## config.mk

```make
export PLATFORM = sky130hd
export DESIGN_NAME = alu_share_arb
export DESIGN_NICKNAME = d
export VERILOG_FILES = /design/src/rtl/alu_pkg.sv /design/src/rtl/alu.sv /design/src/rtl/alu_share_arb.sv
export SDC_FILE = /design/constraint.sdc
export NUM_CORES = 1
export LEC_CHECK = 0
export ABC_AREA = 1
export CAP_MARGIN = 0
export CORE_MARGIN = 2
export CORE_UTILIZATION = 40
export CTS_CLUSTER_DIAMETER = 60
export CTS_CLUSTER_SIZE = 25
export DETAILED_ROUTE_END_ITERATION = 16
export PLACE_DENSITY = 0.76
export SYNTH_ARGS = -nofsm -noshare
export SYNTH_HDL_FRONTEND = slang
export SYNTH_HIERARCHICAL = 1
export SYNTH_SLANG_ARGS = --single-unit
```

## constraint.sdc

```tcl
create_clock -name clk -period 5.7 [get_ports clk]
set_input_delay 1.14 -clock clk [delete_from_list [all_inputs] [get_ports clk]]
set_output_delay 1.14 -clock clk [all_outputs]
set_load 0.05 [all_outputs]
```

## src/rtl/alu_pkg.sv

```systemverilog
// Shared opcode, illegal-op and requester-ID definitions for the shared ALU block.
package alu_pkg;

  localparam logic [2:0] ALU_ADD = 3'b000;
  localparam logic [2:0] ALU_SUB = 3'b001;
  localparam logic [2:0] ALU_AND = 3'b010;
  localparam logic [2:0] ALU_OR  = 3'b011;
  localparam logic [2:0] ALU_SRL = 3'b100;
  localparam logic [2:0] ALU_SRA = 3'b101;

  // Opcodes 110 and 111 both have these two bits set.
  localparam logic [2:0] ALU_ILLEGAL_MASK = 3'b110;

  localparam logic REQ0 = 1'b0;
  localparam logic REQ1 = 1'b1;

  function automatic logic op_illegal(input logic [2:0] op);
    return (op & ALU_ILLEGAL_MASK) == ALU_ILLEGAL_MASK;
  endfunction

endpackage

```

## src/rtl/alu.sv

```systemverilog
// Combinational 32-bit ALU: add, sub, and, or, logical and arithmetic right shift.
module alu
  import alu_pkg::*;
#(
  parameter int unsigned Width = 32
) (
  input  logic [Width-1:0] A,
  input  logic [Width-1:0] B,
  input  logic [2:0]       ALUOp,
  output logic [Width-1:0] C
);

  localparam int unsigned ShW = $clog2(Width);

  logic [ShW-1:0] sh_amt;
  logic           sh_big;

  // The full B is the shift amount; anything at or past Width saturates.
  assign sh_amt = B[ShW-1:0];
  assign sh_big = |B[Width-1:ShW];

  always_comb begin
    C = '0;
    case (ALUOp)
      ALU_ADD: C = A + B;
      ALU_SUB: C = A - B;
      ALU_AND: C = A & B;
      ALU_OR:  C = A | B;
      ALU_SRL: C = sh_big ? '0 : (A >> sh_amt);
      ALU_SRA: C = sh_big ? {Width{A[Width-1]}} : $unsigned($signed(A) >>> sh_amt);
      default: C = '0;
    endcase
  end

endmodule

```

## src/rtl/alu_share_arb.sv

```systemverilog
// Round-robin sharing of one ALU between two requesters, with a one-entry tagged
// result slot that drains and refills in the same cycle.
module alu_share_arb
  import alu_pkg::*;
#(
  parameter int unsigned WIDTH = 32,
  parameter int unsigned OPW   = 3
) (
  input  logic             clk,
  input  logic             reset,
  input  logic             req0_valid,
  output logic             req0_ready,
  input  logic [WIDTH-1:0] req0_a,
  input  logic [WIDTH-1:0] req0_b,
  input  logic [OPW-1:0]   req0_op,
  input  logic             req1_valid,
  output logic             req1_ready,
  input  logic [WIDTH-1:0] req1_a,
  input  logic [WIDTH-1:0] req1_b,
  input  logic [OPW-1:0]   req1_op,
  output logic             rsp_valid,
  input  logic             rsp_ready,
  output logic             rsp_id,
  output logic [WIDTH-1:0] rsp_data,
  output logic             rsp_err
);

  logic             rsp_valid_q, rsp_valid_d;
  logic             rsp_id_q, rsp_id_d;
  logic [WIDTH-1:0] rsp_data_q, rsp_data_d;
  logic             rsp_err_q, rsp_err_d;
  logic             prio_q, prio_d;

  logic             slot_free;
  logic             gnt_valid;
  logic             gnt_id;
  logic             accept;
  logic [WIDTH-1:0] sel_a, sel_b;
  logic [OPW-1:0]   sel_op;
  logic             sel_illegal;
  logic [2:0]       alu_op;
  logic [WIDTH-1:0] alu_c;

  assign slot_free = !rsp_valid_q || rsp_ready;

  always_comb begin
    gnt_valid = req0_valid || req1_valid;
    gnt_id    = REQ0;
    if (req0_valid && req1_valid) begin
      gnt_id = prio_q;
    end else if (req1_valid) begin
      gnt_id = REQ1;
    end
  end

  assign accept     = gnt_valid && slot_free && !reset;
  assign req0_ready = accept && (gnt_id == REQ0);
  assign req1_ready = accept && (gnt_id == REQ1);

  assign sel_a  = (gnt_id == REQ1) ? req1_a : req0_a;
  assign sel_b  = (gnt_id == REQ1) ? req1_b : req0_b;
  assign sel_op = (gnt_id == REQ1) ? req1_op : req0_op;

  // Illegal opcodes run through the ALU as an add, but their result is forced to zero.
  assign sel_illegal = op_illegal(sel_op[2:0]);
  assign alu_op      = sel_illegal ? ALU_ADD : sel_op[2:0];

  alu #(
    .Width (WIDTH)
  ) u_alu (
    .A     (sel_a),
    .B     (sel_b),
    .ALUOp (alu_op),
    .C     (alu_c)
  );

  always_comb begin
    rsp_valid_d = rsp_valid_q;
    rsp_id_d    = rsp_id_q;
    rsp_data_d  = rsp_data_q;
    rsp_err_d   = rsp_err_q;
    prio_d      = prio_q;
    if (accept) begin
      rsp_valid_d = 1'b1;
      rsp_id_d    = gnt_id;
      rsp_data_d  = sel_illegal ? '0 : alu_c;
      rsp_err_d   = sel_illegal;
      prio_d      = !gnt_id;
    end else if (rsp_ready) begin
      rsp_valid_d = 1'b0;
    end
  end

  always_ff @(posedge clk) begin
    if (reset) begin
      rsp_valid_q <= 1'b0;
      rsp_id_q    <= REQ0;
      rsp_data_q  <= '0;
      rsp_err_q   <= 1'b0;
      prio_q      <= REQ0;
    end else begin
      rsp_valid_q <= rsp_valid_d;
      rsp_id_q    <= rsp_id_d;
      rsp_data_q  <= rsp_data_d;
      rsp_err_q   <= rsp_err_d;
      prio_q      <= prio_d;
    end
  end

  assign rsp_valid = rsp_valid_q;
  assign rsp_id    = rsp_id_q;
  assign rsp_data  = rsp_data_q;
  assign rsp_err   = rsp_err_q;

endmodule
```

==> reports/summary.txt, run 1 <==
Global-route wire length before repair = 59500 um
Clock latency on the worst-skew pair = 0.29 ns
Unrepaired setup endpoints after global routing = false
Placed Cells incl. Taps = 2100
R2R cell count = 27
Status = finished clean
Slew @ Worst Pin = 0.749 ns
Max FO, Critical Path = 9
Multi-input gates = 1407
Critical Path Source Type = input pin
Hold Path Class = flop to flop
Nonclk buf count = 205
Layer with the highest usage = met2
Routability cong. = 1.04
Most frequent cells after synthesis = 709 x nand2_1, 235 x nand3_1, 162 x inv_1
Hold Path Cell Cnt = 2
RR Startpoint = prio_q
CP startpoint = req0_valid
Final hold vios = 0
Ys flops = 36
Cts repair resizes = 0
Final Cell Area = 10700 sq um
Chip Width = 151 um
Area share, top type = 0.309
Rel. slew slack = 0.500
Mapped Cells = 1689
Reg2reg end = rsp_data[9]
Clock buffer depth = 2
Post-route DRC violation count = 0
Switching pwr = 1.43 mW
Flop share of the area = 0.0674
Post-CTS setup buffers = 0
Crit path buf inv count = 5
XOR Share, Synth = 0.0326
Clk. pwr = 0.328 mW
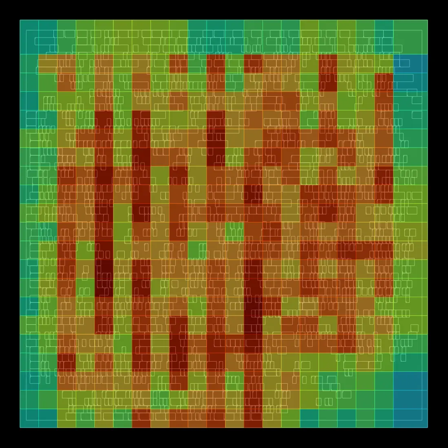
Figure 1: run 1, routing congestion map.
GRT met2 Usage: 0.546
met3 GRT Util: 0.0636
routed len/inst: 18.5 um
GRT Total Usage: 0.341

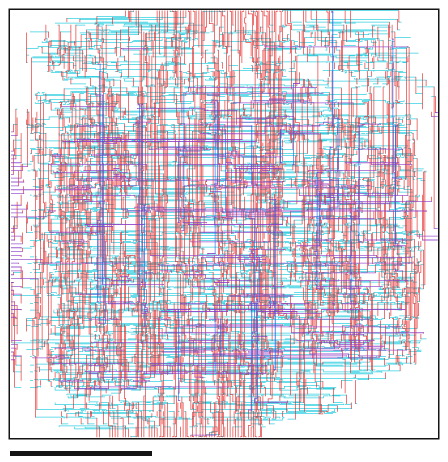
Figure 2: run 1, wiring by layer.
Bar = 50 um.
met2: shown in red, wire length 17500 um. met4: shown in blue, wire length 1210 um. met3: shown in purple, wire length 3850 um. met1: shown in cyan, wire length 16500 um.

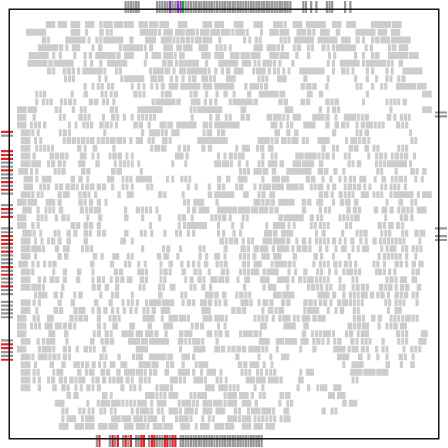
Figure 3: run 1, pin map.
Pins as bars across the die edge, other pins in gray.
`req1_a`: shown in red, pins 32, direction input, edge 19 west, 13 south. `reset`: shown in green, pins 1, direction input, edge north. `req1_op`: shown in purple, pins 3, direction input, edge north.
All pins by edge: 67 north, 57 south, 47 west, 5 east.

Figure 4. Clock network drawn from the DEF (run 1).
Bar = 50 um.
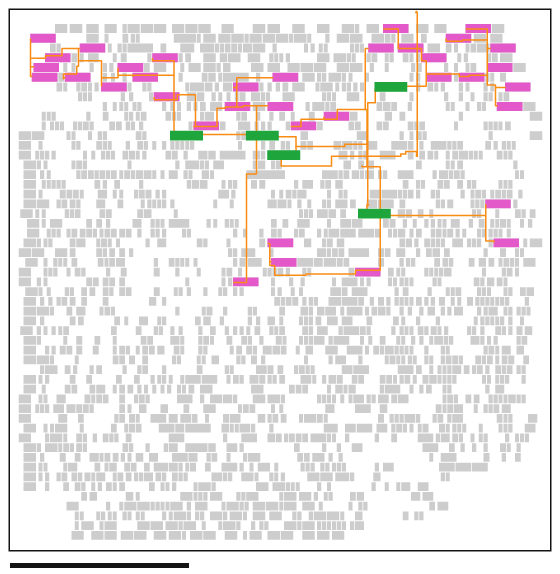

==> run 2, diff against run 1 <==
Settings changed: DONT_BUFFER_PORTS set to 1, PLACE_DENSITY 0.76 to 0.56.
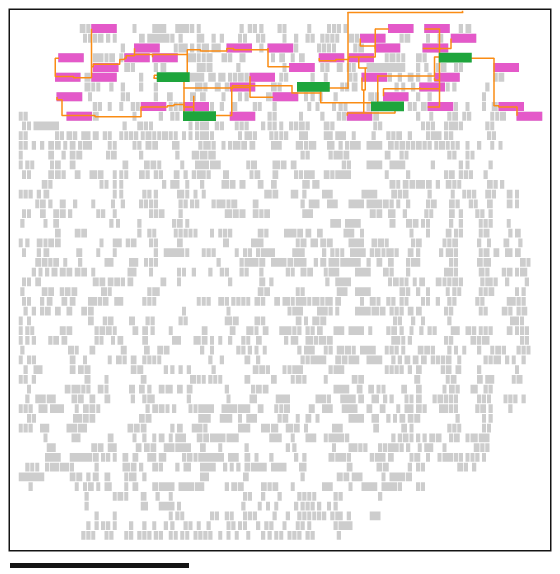
Figure 5: run 2, clock network drawn from the DEF.
Bar = 50 um.
flip-flops: shown in magenta, count 36. clock wires: shown in orange, length 543 um. cells driving clock nets: shown in green, count 5.
Position of the flops: a horizontal strip, top.

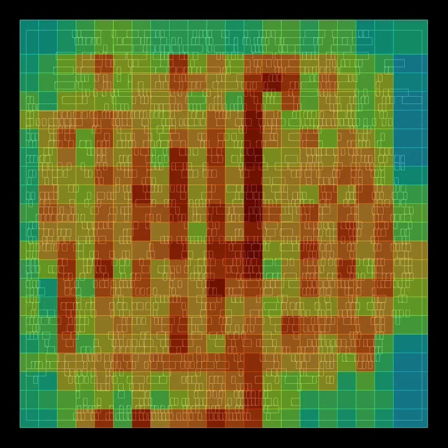
Figure 6: run 2, routing congestion map.
GRT met2 Usage: 0.504
layer with the highest usage: met2
met3 GRT Util: 0.0461
GRT Total Usage: 0.309
met1 usage: 0.421

==> run 2 against run 1 <==
Against the previous run:
- synthesized area unchanged
- total power decreased by 8.3%
- register-to-register slack about the same
- synthesized cell count unchanged
- fmax increased by 11%
- routed wire length decreased by 8.3%
- count of clock-buffer cells in the layout unchanged
- worst hold slack improved by 0.065 ns
- sequential power increased by 43%
- core utilization decreased by 8.7 points
- combinational power decreased by 17%
- flip-flop count unchanged
==> reports/summary.txt, run 2 <==
DR WL met3 = 2670 um
Multi-input gates = 1407 (unchanged)
XOR Share, Synth = 0.0326 (unchanged)
Cts repair resizes = 0 (unchanged)
CTS tree = done
Mapped Cells = 1689 (unchanged)
Clock buffer depth = 2 (unchanged)
Most frequent cells after synthesis = 709 x nand2_1, 235 x nand3_1, 162 x inv_1
Combinational Power Share = 0.676
Basic Gates by Area = 0.567
Final Cell Area = 8860 sq um (-17%)
Count of clock buffers in the final design = 6
Placed Cells incl. Taps = 1916 (-8.8%)
Total Routed Length = 35800 um
Hold Path Cell Cnt = 2 (unchanged)
Hold Crit Endpoint = prio_q
Slew @ Worst Pin = 0.843 ns (+0.0940 ns)
Switching pwr = 1.38 mW (-3.7%)
Global-route wire length before repair = 53700 um (-9.8%)
Status = finished clean
Max FO, Critical Path = 37 (+28)
RR Startpoint = prio_q
Hold Path Class = flop to flop
Flop share of the area = 0.0813 (+0.0139)
Ys flops = 36 (unchanged)
CP startpoint = req0_valid
Chip Width = 151 um (unchanged)
Routed len/inst = 18.6 um (+0.45%)
Crit path buf inv count = 5 (unchanged)
Unrepaired setup endpoints after global routing = false
Routability cong. = 1.03 (-0.95%)
Critical Path Source Type = input pin
Rel. slew slack = 0.437 (-0.0632)
Post-CTS setup buffers = 0 (unchanged)
Combinational cell power = 1.59 mW
Clock latency on the worst-skew pair = 0.28 ns (about the same)
R2R cell count = 27 (unchanged)
Nonclk buf count = 21 (-90%)
Area share, top type = 0.309 (unchanged)
Reg2reg end = rsp_data[11]
Clk. pwr = 0.311 mW (-5%)
Final hold vios = 0 (unchanged)
Post-route DRC violation count = 0 (unchanged)
Synth area leader = nand2_1
Registers = 36
Power is estimated from default activity; no workload was simulated.
